### config.mk
export PLATFORM = sky130hd
export DESIGN_NAME = wb_wport_arbiter_flat
export DESIGN_NICKNAME = d
export VERILOG_FILES = /design/src/rtl/wb_pkg.sv /design/src/rtl/wb_wport_arbiter_if.sv /design/src/rtl/lu_result_fifo.sv /design/src/rtl/wb_wport_arbiter.sv /design/src/flat_wrapper.sv
export SDC_FILE = /design/constraint.sdc
export NUM_CORES = 1
export LEC_CHECK = 0
export ABC_AREA = 1
export CORE_MARGIN = 10
export CORE_UTILIZATION = 45
export DETAILED_ROUTE_END_ITERATION = 6
export PLACE_DENSITY = 0.76
export SYNTH_ARGS = -nofsm -noshare
export SYNTH_HDL_FRONTEND = slang
export SYNTH_SLANG_ARGS = --single-unit
export TNS_END_PERCENT = 10
### constraint.sdc
create_clock -name clk -period 2.45 [get_ports clk]
set_input_delay 0.3675 -clock clk [delete_from_list [all_inputs] [get_ports clk]]
set_output_delay 0.3675 -clock clk [all_outputs]
set_load 0.01 [all_outputs]
### src/rtl/wb_pkg.sv
// Shared types for the register-file write-port arbiter: source select,
// arbiter FSM states and the LU result entry layout at default widths.
package wb_pkg;

  localparam int WB_AW = 5;
  localparam int WB_DW = 32;

  typedef enum logic {
    SRC_WB = 1'b0,
    SRC_LU = 1'b1
  } wport_src_e;

  typedef enum logic [1:0] {
    IDLE  = 2'd0,
    WAIT  = 2'd1,
    FORCE = 2'd2
  } arb_state_e;

  typedef struct packed {
    logic             live;
    logic [WB_AW-1:0] addr;
    logic [WB_DW-1:0] data;
  } lu_entry_t;

endpackage

### src/rtl/wb_wport_arbiter_if.sv
// Bus bundle between the pipeline (master) and the write-port arbiter (slave).
interface wb_wport_arbiter_if #(
  parameter int AW = 5,
  parameter int DW = 32
);
  logic          wb_we;
  logic [AW-1:0] wb_waddr;
  logic [DW-1:0] wb_wdata;
  logic          lu_valid;
  logic [AW-1:0] lu_addr;
  logic [DW-1:0] lu_data;
  logic          lu_ready;
  logic          rf_we;
  logic [AW-1:0] rf_waddr;
  logic [DW-1:0] rf_wdata;
  logic          rf_src;
  logic          stall_req;
  logic [31:0]   busy_mask;

  modport master (
    output wb_we, wb_waddr, wb_wdata, lu_valid, lu_addr, lu_data,
    input  lu_ready, rf_we, rf_waddr, rf_wdata, rf_src, stall_req, busy_mask
  );

  modport slave (
    input  wb_we, wb_waddr, wb_wdata, lu_valid, lu_addr, lu_data,
    output lu_ready, rf_we, rf_waddr, rf_wdata, rf_src, stall_req, busy_mask
  );
endinterface

### src/rtl/lu_result_fifo.sv
// Circular buffer of LU results with a per-entry live bit, cancel-by-address
// and head pop; also produces the registered busy mask of live destinations.
module lu_result_fifo
  import wb_pkg::*;
#(
  parameter int DEPTH = 2,
  parameter int AW    = 5,
  parameter int DW    = 32,
  localparam int PW   = $clog2(DEPTH),
  localparam int CW   = PW + 1
) (
  input  logic          clk,
  input  logic          reset_n,
  input  logic          push,
  input  logic [AW-1:0] push_addr,
  input  logic [DW-1:0] push_data,
  input  logic          pop,
  input  logic          cancel,
  input  logic [AW-1:0] cancel_addr,
  output logic [CW-1:0] count,
  output logic          head_live,
  output logic [AW-1:0] head_addr,
  output logic [DW-1:0] head_data,
  output logic [31:0]   busy_mask
);

  logic [DEPTH-1:0] live_q, live_d;
  logic [AW-1:0]    addr_q [DEPTH];
  logic [DW-1:0]    data_q [DEPTH];
  logic [PW-1:0]    rd_ptr, wr_ptr;
  logic [31:0]      busy_d;

  assign head_live = live_q[rd_ptr];
  assign head_addr = addr_q[rd_ptr];
  assign head_data = data_q[rd_ptr];

  // Busy mask is built from the post-edge view so it lands with the entry update.
  always_comb begin
    live_d = live_q;
    for (int i = 0; i < DEPTH; i++) begin
      if (cancel && addr_q[i] == cancel_addr) live_d[i] = 1'b0;
    end
    if (pop)  live_d[rd_ptr] = 1'b0;
    if (push) live_d[wr_ptr] = 1'b1;
    busy_d = '0;
    for (int i = 0; i < DEPTH; i++) begin
      if (live_d[i])
        busy_d = busy_d | (32'd1 << ((push && wr_ptr == PW'(i)) ? push_addr : addr_q[i]));
    end
    busy_d[0] = 1'b0;
  end

  always_ff @(posedge clk or negedge reset_n) begin
    if (!reset_n) begin
      live_q    <= '0;
      rd_ptr    <= '0;
      wr_ptr    <= '0;
      count     <= '0;
      busy_mask <= '0;
      for (int i = 0; i < DEPTH; i++) begin
        addr_q[i] <= '0;
        data_q[i] <= '0;
      end
    end else begin
      live_q    <= live_d;
      busy_mask <= busy_d;
      if (push) begin
        addr_q[wr_ptr] <= push_addr;
        data_q[wr_ptr] <= push_data;
        wr_ptr         <= wr_ptr + PW'(1);
      end
      if (pop) rd_ptr <= rd_ptr + PW'(1);
      count <= count + CW'(push) - CW'(pop);
    end
  end

endmodule

### src/rtl/wb_wport_arbiter.sv
// Shares the register-file write port between WB (always first) and buffered
// LU results; requests a pipeline stall when the head result waits too long.
//   state | meaning
//   IDLE  | buffer empty
//   WAIT  | head buffered, counting cycles without a free slot
//   FORCE | head starved, stall_req held until the head pops
module wb_wport_arbiter
  import wb_pkg::*;
#(
  parameter int DEPTH    = 2,
  parameter int MAX_WAIT = 4,
  parameter int DW       = 32,
  parameter int AW       = 5
) (
  input  logic               clk,
  input  logic               reset_n,
  wb_wport_arbiter_if.slave  bus
);

  localparam int CW = $clog2(DEPTH) + 1;
  localparam int WW = $clog2(MAX_WAIT) + 1;

  arb_state_e    state_q, state_d;
  logic [WW-1:0] wait_q, wait_d;
  logic [CW-1:0] count, count_d;
  logic          head_live;
  logic [AW-1:0] head_addr;
  logic [DW-1:0] head_data;
  logic [31:0]   busy_mask;
  logic          wb_write, lu_store, pop, lu_drain;
  logic          ready_q, stall_q, rf_we_q;
  logic [AW-1:0] rf_waddr_q;
  logic [DW-1:0] rf_wdata_q;
  wport_src_e    rf_src_q;

  assign wb_write = bus.wb_we && (bus.wb_waddr != '0);
  // r0 results and results overwritten by WB this same cycle are accepted but never stored.
  assign lu_store = bus.lu_valid && ready_q && (bus.lu_addr != '0)
                    && !(wb_write && bus.wb_waddr == bus.lu_addr);
  assign pop      = (count != '0) && (!head_live || !wb_write);
  assign lu_drain = pop && head_live;
  assign count_d  = count + CW'(lu_store) - CW'(pop);

  lu_result_fifo #(.DEPTH(DEPTH), .AW(AW), .DW(DW)) u_fifo (
    .clk         (clk),
    .reset_n     (reset_n),
    .push        (lu_store),
    .push_addr   (bus.lu_addr),
    .push_data   (bus.lu_data),
    .pop         (pop),
    .cancel      (wb_write),
    .cancel_addr (bus.wb_waddr),
    .count       (count),
    .head_live   (head_live),
    .head_addr   (head_addr),
    .head_data   (head_data),
    .busy_mask   (busy_mask)
  );

  always_comb begin
    state_d = state_q;
    wait_d  = wait_q;
    case (state_q)
      IDLE: begin
        wait_d = '0;
        if (count_d != '0) state_d = WAIT;
      end
      WAIT: begin
        if (count_d == '0) begin
          state_d = IDLE;
          wait_d  = '0;
        end else if (pop) begin
          wait_d = '0;
        end else begin
          wait_d = wait_q + WW'(1);
          if (wait_q == WW'(MAX_WAIT - 1)) state_d = FORCE;
        end
      end
      FORCE: begin
        if (pop) begin
          wait_d  = '0;
          state_d = (count_d == '0) ? IDLE : WAIT;
        end
      end
      default: begin
        state_d = IDLE;
        wait_d  = '0;
      end
    endcase
  end

  always_ff @(posedge clk or negedge reset_n) begin
    if (!reset_n) begin
      state_q    <= IDLE;
      wait_q     <= '0;
      ready_q    <= 1'b1;
      stall_q    <= 1'b0;
      rf_we_q    <= 1'b0;
      rf_waddr_q <= '0;
      rf_wdata_q <= '0;
      rf_src_q   <= SRC_WB;
    end else begin
      state_q <= state_d;
      wait_q  <= wait_d;
      ready_q <= (count_d < CW'(DEPTH));
      stall_q <= (state_d == FORCE);
      rf_we_q <= wb_write || lu_drain;
      if (wb_write) begin
        rf_waddr_q <= bus.wb_waddr;
        rf_wdata_q <= bus.wb_wdata;
        rf_src_q   <= SRC_WB;
      end else if (lu_drain) begin
        rf_waddr_q <= head_addr;
        rf_wdata_q <= head_data;
        rf_src_q   <= SRC_LU;
      end else begin
        rf_waddr_q <= '0;
        rf_wdata_q <= '0;
        rf_src_q   <= SRC_WB;
      end
    end
  end

  assign bus.lu_ready  = ready_q;
  assign bus.rf_we     = rf_we_q;
  assign bus.rf_waddr  = rf_waddr_q;
  assign bus.rf_wdata  = rf_wdata_q;
  assign bus.rf_src    = (rf_src_q == SRC_LU);
  assign bus.stall_req = stall_q;
  assign bus.busy_mask = busy_mask;

endmodule

### src/flat_wrapper.sv
// flat-port wrapper written by rule: the top's interface ports become plain ports
module wb_wport_arbiter_flat import wb_pkg::*;
#(
  parameter int DEPTH    = 2,
  parameter int MAX_WAIT = 4,
  parameter int DW       = 32,
  parameter int AW       = 5
)
  (clk, reset_n, bus_wb_we, bus_wb_waddr, bus_wb_wdata, bus_lu_valid, bus_lu_addr, bus_lu_data, bus_lu_ready, bus_rf_we, bus_rf_waddr, bus_rf_wdata, bus_rf_src, bus_stall_req, bus_busy_mask);
  wb_wport_arbiter_if #(.AW(AW), .DW(DW)) bus_i ();
  input  logic clk;
  input  logic reset_n;
  input wire logic [$bits(bus_i.wb_we)-1:0] bus_wb_we;
  input wire logic [$bits(bus_i.wb_waddr)-1:0] bus_wb_waddr;
  input wire logic [$bits(bus_i.wb_wdata)-1:0] bus_wb_wdata;
  input wire logic [$bits(bus_i.lu_valid)-1:0] bus_lu_valid;
  input wire logic [$bits(bus_i.lu_addr)-1:0] bus_lu_addr;
  input wire logic [$bits(bus_i.lu_data)-1:0] bus_lu_data;
  output wire logic [$bits(bus_i.lu_ready)-1:0] bus_lu_ready;
  output wire logic [$bits(bus_i.rf_we)-1:0] bus_rf_we;
  output wire logic [$bits(bus_i.rf_waddr)-1:0] bus_rf_waddr;
  output wire logic [$bits(bus_i.rf_wdata)-1:0] bus_rf_wdata;
  output wire logic [$bits(bus_i.rf_src)-1:0] bus_rf_src;
  output wire logic [$bits(bus_i.stall_req)-1:0] bus_stall_req;
  output wire logic [$bits(bus_i.busy_mask)-1:0] bus_busy_mask;
  assign bus_i.wb_we = bus_wb_we;
  assign bus_i.wb_waddr = bus_wb_waddr;
  assign bus_i.wb_wdata = bus_wb_wdata;
  assign bus_i.lu_valid = bus_lu_valid;
  assign bus_i.lu_addr = bus_lu_addr;
  assign bus_i.lu_data = bus_lu_data;
  assign bus_lu_ready = bus_i.lu_ready;
  assign bus_rf_we = bus_i.rf_we;
  assign bus_rf_waddr = bus_i.rf_waddr;
  assign bus_rf_wdata = bus_i.rf_wdata;
  assign bus_rf_src = bus_i.rf_src;
  assign bus_stall_req = bus_i.stall_req;
  assign bus_busy_mask = bus_i.busy_mask;
  wb_wport_arbiter #(.DEPTH(DEPTH), .MAX_WAIT(MAX_WAIT), .DW(DW), .AW(AW)) u_core (.clk(clk), .reset_n(reset_n), .bus(bus_i));
endmodule
**Run 1: M1 wires**

Drawn at 3 px/um. Supply wires on this layer in gray.
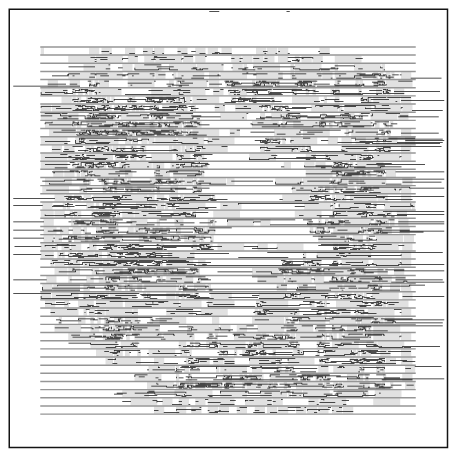
The longest straight run is 58.4 um. The layer carries 8,470 um of wire. The layer holds 44% of the routed length. The wires run mostly horizontal. 970 nets have wire on it.

**Run 1: nets reached from selected ports**

Drawn at 2 px/um.
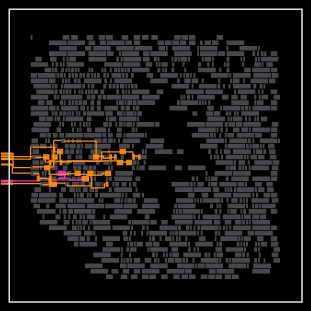
bus_wb_we: shown in magenta, bits 1, direction input, edge left, end cells 2, buffers 2, wire 39.9 um. bus_wb_waddr: shown in orange, bits 5, direction input, edge left, end cells 22, buffers 10, wire 357 um.

**Run 1: cells colored by class**

Drawn at 2 px/um.
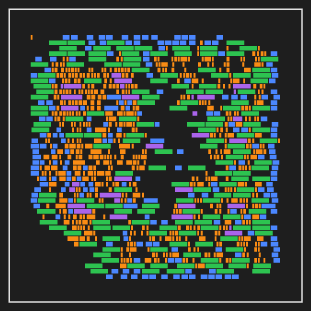
other buffers and delay cells: shown in blue, cells 201, share of their area 21%. all other logic: shown in orange, cells 591, share of their area 31%. flip-flops: shown in green, cells 157, share of their area 41%. clock drivers and dummy loads: shown in purple, cells 31, share of their area 6.3%.

**Run 1: cell placement**

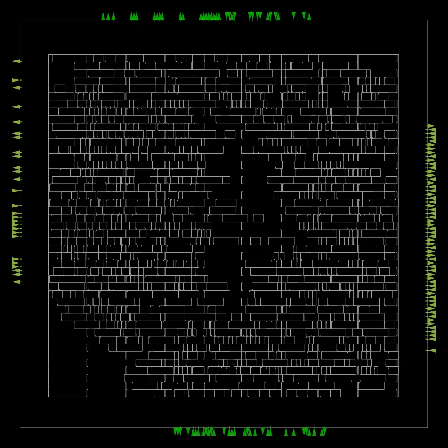
Seq Cell Count: 157
row count: 45
tally of filler cells in the layout: 1,270
Final Non-Filler Cells: 1,191
sequential share of cell area: 40.33%

==> job_summary.md, run 1 <==
### Yosys + OpenROAD results

| Metric | Value |
|---|---|
| Outcome | `complete, no violations` |
| Post-layout period usage | `93.16%` |
| Minimum hold slack | `0.4465 ns` |
| Final #Nets | `1,050` |
| Post-synthesis async set-or-reset flop share | `100.0%` |
| Fin Setup TNS | `0 ns` |
| Longest Clk Path Bufs | `2` |
| Htree depth | `4` |
| Non-clock buffers | `201` |
| Cell mode on critical path | `inv_2` |
| Share of layout cells above drive strength 1 | `13.98%` |
| Mapped Area | `7098 sq um` |
| Synth Seq Share | `55.37%` |
| Layout clock buffers | `23` |
| CTS tree | `built` |
| Yosys top cell by instances | `nand2_1` |
| WP buf/inv | `5` |
| Post-Syn Area per Cell | `9.031 sq um` |
| Routed length on met3 | `1.349 mm` |
| Fp util | `46.35%` |
| Yosys simple share | `22.46%` |
| Die area | `21,200 sq um` |
| Setup crit start kind | `primary input` |
| Most instantiated logic cells after routing | `nand2_1 (224), dfrtp_1 (156), clkdlybuf4s50_1 (143)` |
| Synth Flop Type | `dfrtp_1` |
| Largest net degree at the start of global routing | `60` |
| Worst path slowest cell | `clkdlybuf4s50_1` |
| Setup CP Type | `in2reg` |
| Tool warning count | `26` |
| Peak Freq | `438.1 MHz` |
| NonClk Buf Share | `20.25%` |
| ClkCell Share | `6.175%` |
| Placed Instance Area | `9106 sq um` |
| Grt ovf | `0` |
| Final hold vios | `0` |
| Area-dominant class | `registers` |
| Worst path depth | `16` |
| Iter 0 DRT Violations | `533` |
| Clk sinks | `157` |
| Clock transition at path regs | `0.06 ns` |
| Hold Path Class | `in2async` |
[run 1: sequential cells by signal (all words and copies together) (netlist names), 2 cells and up]
| name | flops |
|---|---|
| u_core.u_fifo.live_q | 2 |
| u_core.u_fifo.count | 2 |
| u_core.u_fifo.data_q | 64 |
| u_core.wait_q | 3 |
| u_core.state_q | 2 |
| u_core.u_fifo.busy_mask | 31 |
| u_core.u_fifo.addr_q | 10 |
| u_core.bus.rf_wdata | 32 |
| u_core.bus.rf_waddr | 5 |
[run 1: power by group]
group	switching, mW	leakage (nW)	internal, mW	total [mW]
clock network	1.03	0.286	1.66	2.69
logic	2.96	2.39	2.10	5.06
registers	0.385	1.99	3.58	3.97
[run 1: worst min path at each step]
stage,end,slack (ns),startpoint,cells past startpoint
after global routing,u_core.bus.rf_waddr[3]$_DFF_PN0_,0.44,bus_wb_waddr[3],4
after global placement,u_core.u_fifo.data_q[56]$_DFFE_PN0P_,0.34,reset_n,1
after detailed placement,u_core.u_fifo.data_q[24]$_DFFE_PN0N_,0.33,reset_n,1
after floorplan,u_core.bus.rf_src$_DFF_PN0_,0.07,reset_n,0
final,u_core.u_fifo.data_q[59]$_DFFE_PN0P_,0.45,reset_n,2
after CTS,u_core.u_fifo.data_q[24]$_DFFE_PN0N_,0.46,reset_n,2
[run 1: worst reg2reg max path: cells and delay by family (launching register included)]
| family | cells | cell delay [ns] |
|---|---|---|
| and+or+nand+nor | 4 | 0.67 |
| adders and majority gates | 2 | 0.45 |
| DFF | 1 | 0.38 |
| xor gates and xnor gates | 2 | 0.30 |
| buffers and inverters | 3 | 0.15 |
| AOI/OAI and AO/OA | 2 | 0.15 |
[run 1: what timing repair did]
item,in CTS,in global routing
setup buffers,0,1
gates resized,0,7
setup endpoints to repair,0,6
hold buffers,1,0
hold endpoints to repair,45,0
## Run 2: what changed since run 1
--- a/config.mk
+++ b/config.mk
@@ -9,7 +9,7 @@
 export CORE_MARGIN = 10
 export CORE_UTILIZATION = 45
 export DETAILED_ROUTE_END_ITERATION = 6
-export PLACE_DENSITY = 0.76
+export PLACE_DENSITY = 0.83
 export SYNTH_ARGS = -nofsm -noshare
 export SYNTH_HDL_FRONTEND = slang
 export SYNTH_SLANG_ARGS = --single-unit
==> run 2 against run 1 <==
Against the previous run: critical path depth is 1 lower; sequential cell count stayed put; synthesized area stayed put; sequential share of layout area is 0.20 points higher; worst setup slack worse by 0.0011 ns; highest routed layer unchanged; non-clock buffer count is 1 higher; largest power group unchanged; sequential power hardly changed; critical path type unchanged; largest cell class unchanged; first-iteration DRC count is 7.3% lower; clock-buffer cell count is 1 lower.
==> job_summary.md, run 2 <==
### Yosys + OpenROAD results

| Metric | Value |
|---|---|
| Minimum hold slack | `0.4393 ns (was 0.4465 ns)` |
| Final #Nets | `1,051 (was 1,050)` |
| Sequential logic power | `3.97 mW (about the same)` |
| DRC | `0 (unchanged)` |
| Hold Path Class | `in2reg (was in2async)` |
| Ys cells | `786 (unchanged)` |
| Comb power frac | `44.4% (was 43.2%)` |
| Reg with most FFs | `u_core.u_fifo.data_q (unchanged)` |
| Post-synthesis register bit count | `157 (unchanged)` |
| CTS root buf | `clkbuf_16 (unchanged)` |
| Pwr top | `combinational cells (unchanged)` |
| Critical path endpoint category | `flop (unchanged)` |
| Clk pwr share | `21.0% (was 23.0%)` |
| Grt ovf | `0 (unchanged)` |
| Yosys top cell by instances | `nand2_1 (unchanged)` |
| Outcome | `complete, no violations (unchanged)` |
| Mapped Area | `7098 sq um (unchanged)` |
| Area growth from synthesis to final layout | `36.63% (was 37.30%)` |
| Antenna violations before repair | `0 (unchanged)` |
| Internal power | `7.075 mW (was 7.347 mW)` |
| Logic area | `2596 sq um (was 2595 sq um)` |
| Vias in the first global route | `6,135 (was 5,966)` |
| Share of layout cells above drive strength 1 | `14.29% (was 13.98%)` |
| Via/cell ratio | `5.062 (was 5.065)` |
| Clock skew | `0.006419 ns (was 0.007595 ns)` |
| Clock transition at path regs | `0.06 ns (about the same)` |
| GRT met2 Usage | `30.32% (was 29.02%)` |
| # IOs | `151 (unchanged)` |
| MaxCap Viol Count | `0 (unchanged)` |
| Final min period | `2.283 ns (was 2.282 ns)` |
| Synth Seq Share | `55.37% (unchanged)` |
| Port Buffers | `149 (unchanged)` |
| Slew Limit Fails | `0 (unchanged)` |
| First-pass iteration count of the detailed router | `6 (was 5)` |
| Largest net degree at the start of global routing | `65 (was 60)` |
| GRT Max-Usage Layer | `met2 (unchanged)` |
| Net Sw Power | `4.389 mW (was 4.381 mW)` |
| Antenna cells | `0 (unchanged)` |
| Peak VDD IR | `0.0008594 V (was 0.0008969 V)` |
| Longest Clk Path Bufs | `2 (unchanged)` |
| Global routing usage on met3 | `4.843% (was 5.588%)` |
| Syn nets | `868 (unchanged)` |
| Post-layout period usage | `93.20% (was 93.16%)` |
| Highest Signal Layer | `met4 (unchanged)` |
| Area share of the largest cell type after synthesis | `55.00% (unchanged)` |
| CTS tree | `built (unchanged)` |
| PnR worst setup slack | `0.1666 ns (was 0.1676 ns)` |
| Placed Instance Area | `9126 sq um (was 9106 sq um)` |
| Htree depth | `4 (unchanged)` |
| Most numerous logic cell after layout | `nand2_1 (unchanged)` |
| Peak Freq | `437.9 MHz (was 438.1 MHz)` |
| Arrival @ worst endpoint | `2.58 ns (about the same)` |
| Tool warning count | `26 (unchanged)` |
| Largest register FFs | `64 (unchanged)` |
| Hold Crit Start | `bus_wb_waddr[4]` |
| Routed length on met3 | `1.446 mm (was 1.349 mm)` |
| WL met1 | `8.208 mm (was 8.472 mm)` |
| Final hold vios | `0 (unchanged)` |
| Synth Flop Type | `dfrtp_1 (unchanged)` |
| Yosys top cell by area | `dfrtp_1 (unchanged)` |
| CP Max Fanout | `5 (unchanged)` |
| Leak pwr | `4.651 nW (was 4.673 nW)` |
| FF-to-FF End | `u_core.state_q[0]$_DFF_PN0_ (unchanged)` |
| Grt met1 use | `22.47% (was 24.14%)` |
| Post-synthesis async set-or-reset flop share | `100.0% (unchanged)` |
| Post-Syn Area per Cell | `9.031 sq um (unchanged)` |
| Clk pwr | `2.40 mW (was 2.69 mW)` |
| Sequential cell fraction of total power | `34.6% (was 33.8%)` |
| Die area | `21,200 sq um (unchanged)` |
| Most instantiated logic cells after routing | `nand2_1 (224), dfrtp_1 (156), clkdlybuf4s50_1 (143) (unchanged)` |
| Relative slew slack | `52.29% (was 53.45%)` |
| Row count | `45 (unchanged)` |
| RD Place Congestion | `0.8837 (was 0.8509)` |
| Worst-skew pair later-pin latency | `0.42 ns (about the same)` |
| Combinational power | `5.09 mW (was 5.06 mW)` |
| Yosys warns | `0 (unchanged)` |
| CP Launch Point | `bus_lu_addr[2] (unchanged)` |
| Setup CP Type | `in2reg (unchanged)` |
| Clk sinks | `157 (unchanged)` |
| Setup crit start kind | `primary input (unchanged)` |
| Die W | `145.6 um (unchanged)` |
| Sw frac | `38.28% (was 37.36%)` |
| Tightest Pin Transition | `0.7157 ns (was 0.6982 ns)` |
| R2r worst-path depth | `16 (was 13)` |
| Fp util | `46.35% (unchanged)` |
| Global-route wire length before repair | `31.33 mm (was 31.64 mm)` |
| Iter 0 DRT Violations | `494 (was 533)` |
-- run 2: layout make-up --
type | count | area share, %
flip-flops and latches | 157 | 40.52
multi-input cells | 490 | 26.77
repair buffers | 202 | 20.55
clock buffers | 22 | 4.890
inverters | 101 | 3.935
well taps | 211 | 2.722
clock inverters | 8 | 0.6064
-- run 2: per-stage QoR --
stage / TNS, ns / instances
global route: -0.0003890 / 1191
CTS: 0 / 1190
detailed placement: -8.485 / 1159
global placement: -5.775 / 1159
floorplan: 0 / 786
finish: 0 / 1191
-- run 2: worst max-delay path, stage by stage --
cell and delay (ns):
clkdlybuf4s50_1 0.52, xor2_1 0.18, nor2_1 0.08, nand3_2 0.09, nand2_2 0.06, ha_1 0.29
inv_1 0.06, ha_2 0.16, xor2_1 0.18, xnor2_1 0.16, nand2_1 0.11, nand2_2 0.13
inv_2 0.05, o21ai_0 0.06, o21ai_1 0.09
-- run 2: cells by family after synthesis --
logic type                 share of synthesized area (%)
AOI/OAI and AO/OA                                  11.53
xor gates and xnor gates                           1.604
adders and majority gates                         0.7051
buffers and inverters                              8.285
DFF                                                55.37
other                                            0.05283
and+or+nand+nor                                    22.46
-- run 2: what timing repair did --
action	4_1_cts	5_1_grt
endpoints found under the setup margin	0	6
setup buffers	0	1
hold buffers	1	0
resized	0	8
endpoints found under the hold margin	54	0
-- run 2: worst min path at each step --
stage	endpoint	cells past startpoint
final	u_core.bus.rf_waddr[4]$_DFF_PN0_	4
after global routing	u_core.bus.rf_waddr[4]$_DFF_PN0_	4
after CTS	u_core.bus.rf_wdata[16]$_DFF_PN0_	2
after detailed placement	u_core.bus.rf_wdata[16]$_DFF_PN0_	1
after global placement	u_core.bus.rf_wdata[16]$_DFF_PN0_	1
after floorplan	u_core.bus.rf_src$_DFF_PN0_	0
**Run 2: cell placement**

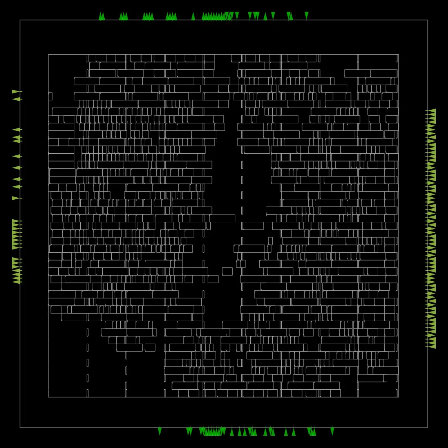
CORE AREA: 15,310 sq um
Final Util: 63.33%
tally of filler cells in the layout: 1,251
tap cells: 211
sequential share of cell area: 40.52%

Power is estimated from default activity; no workload was simulated.
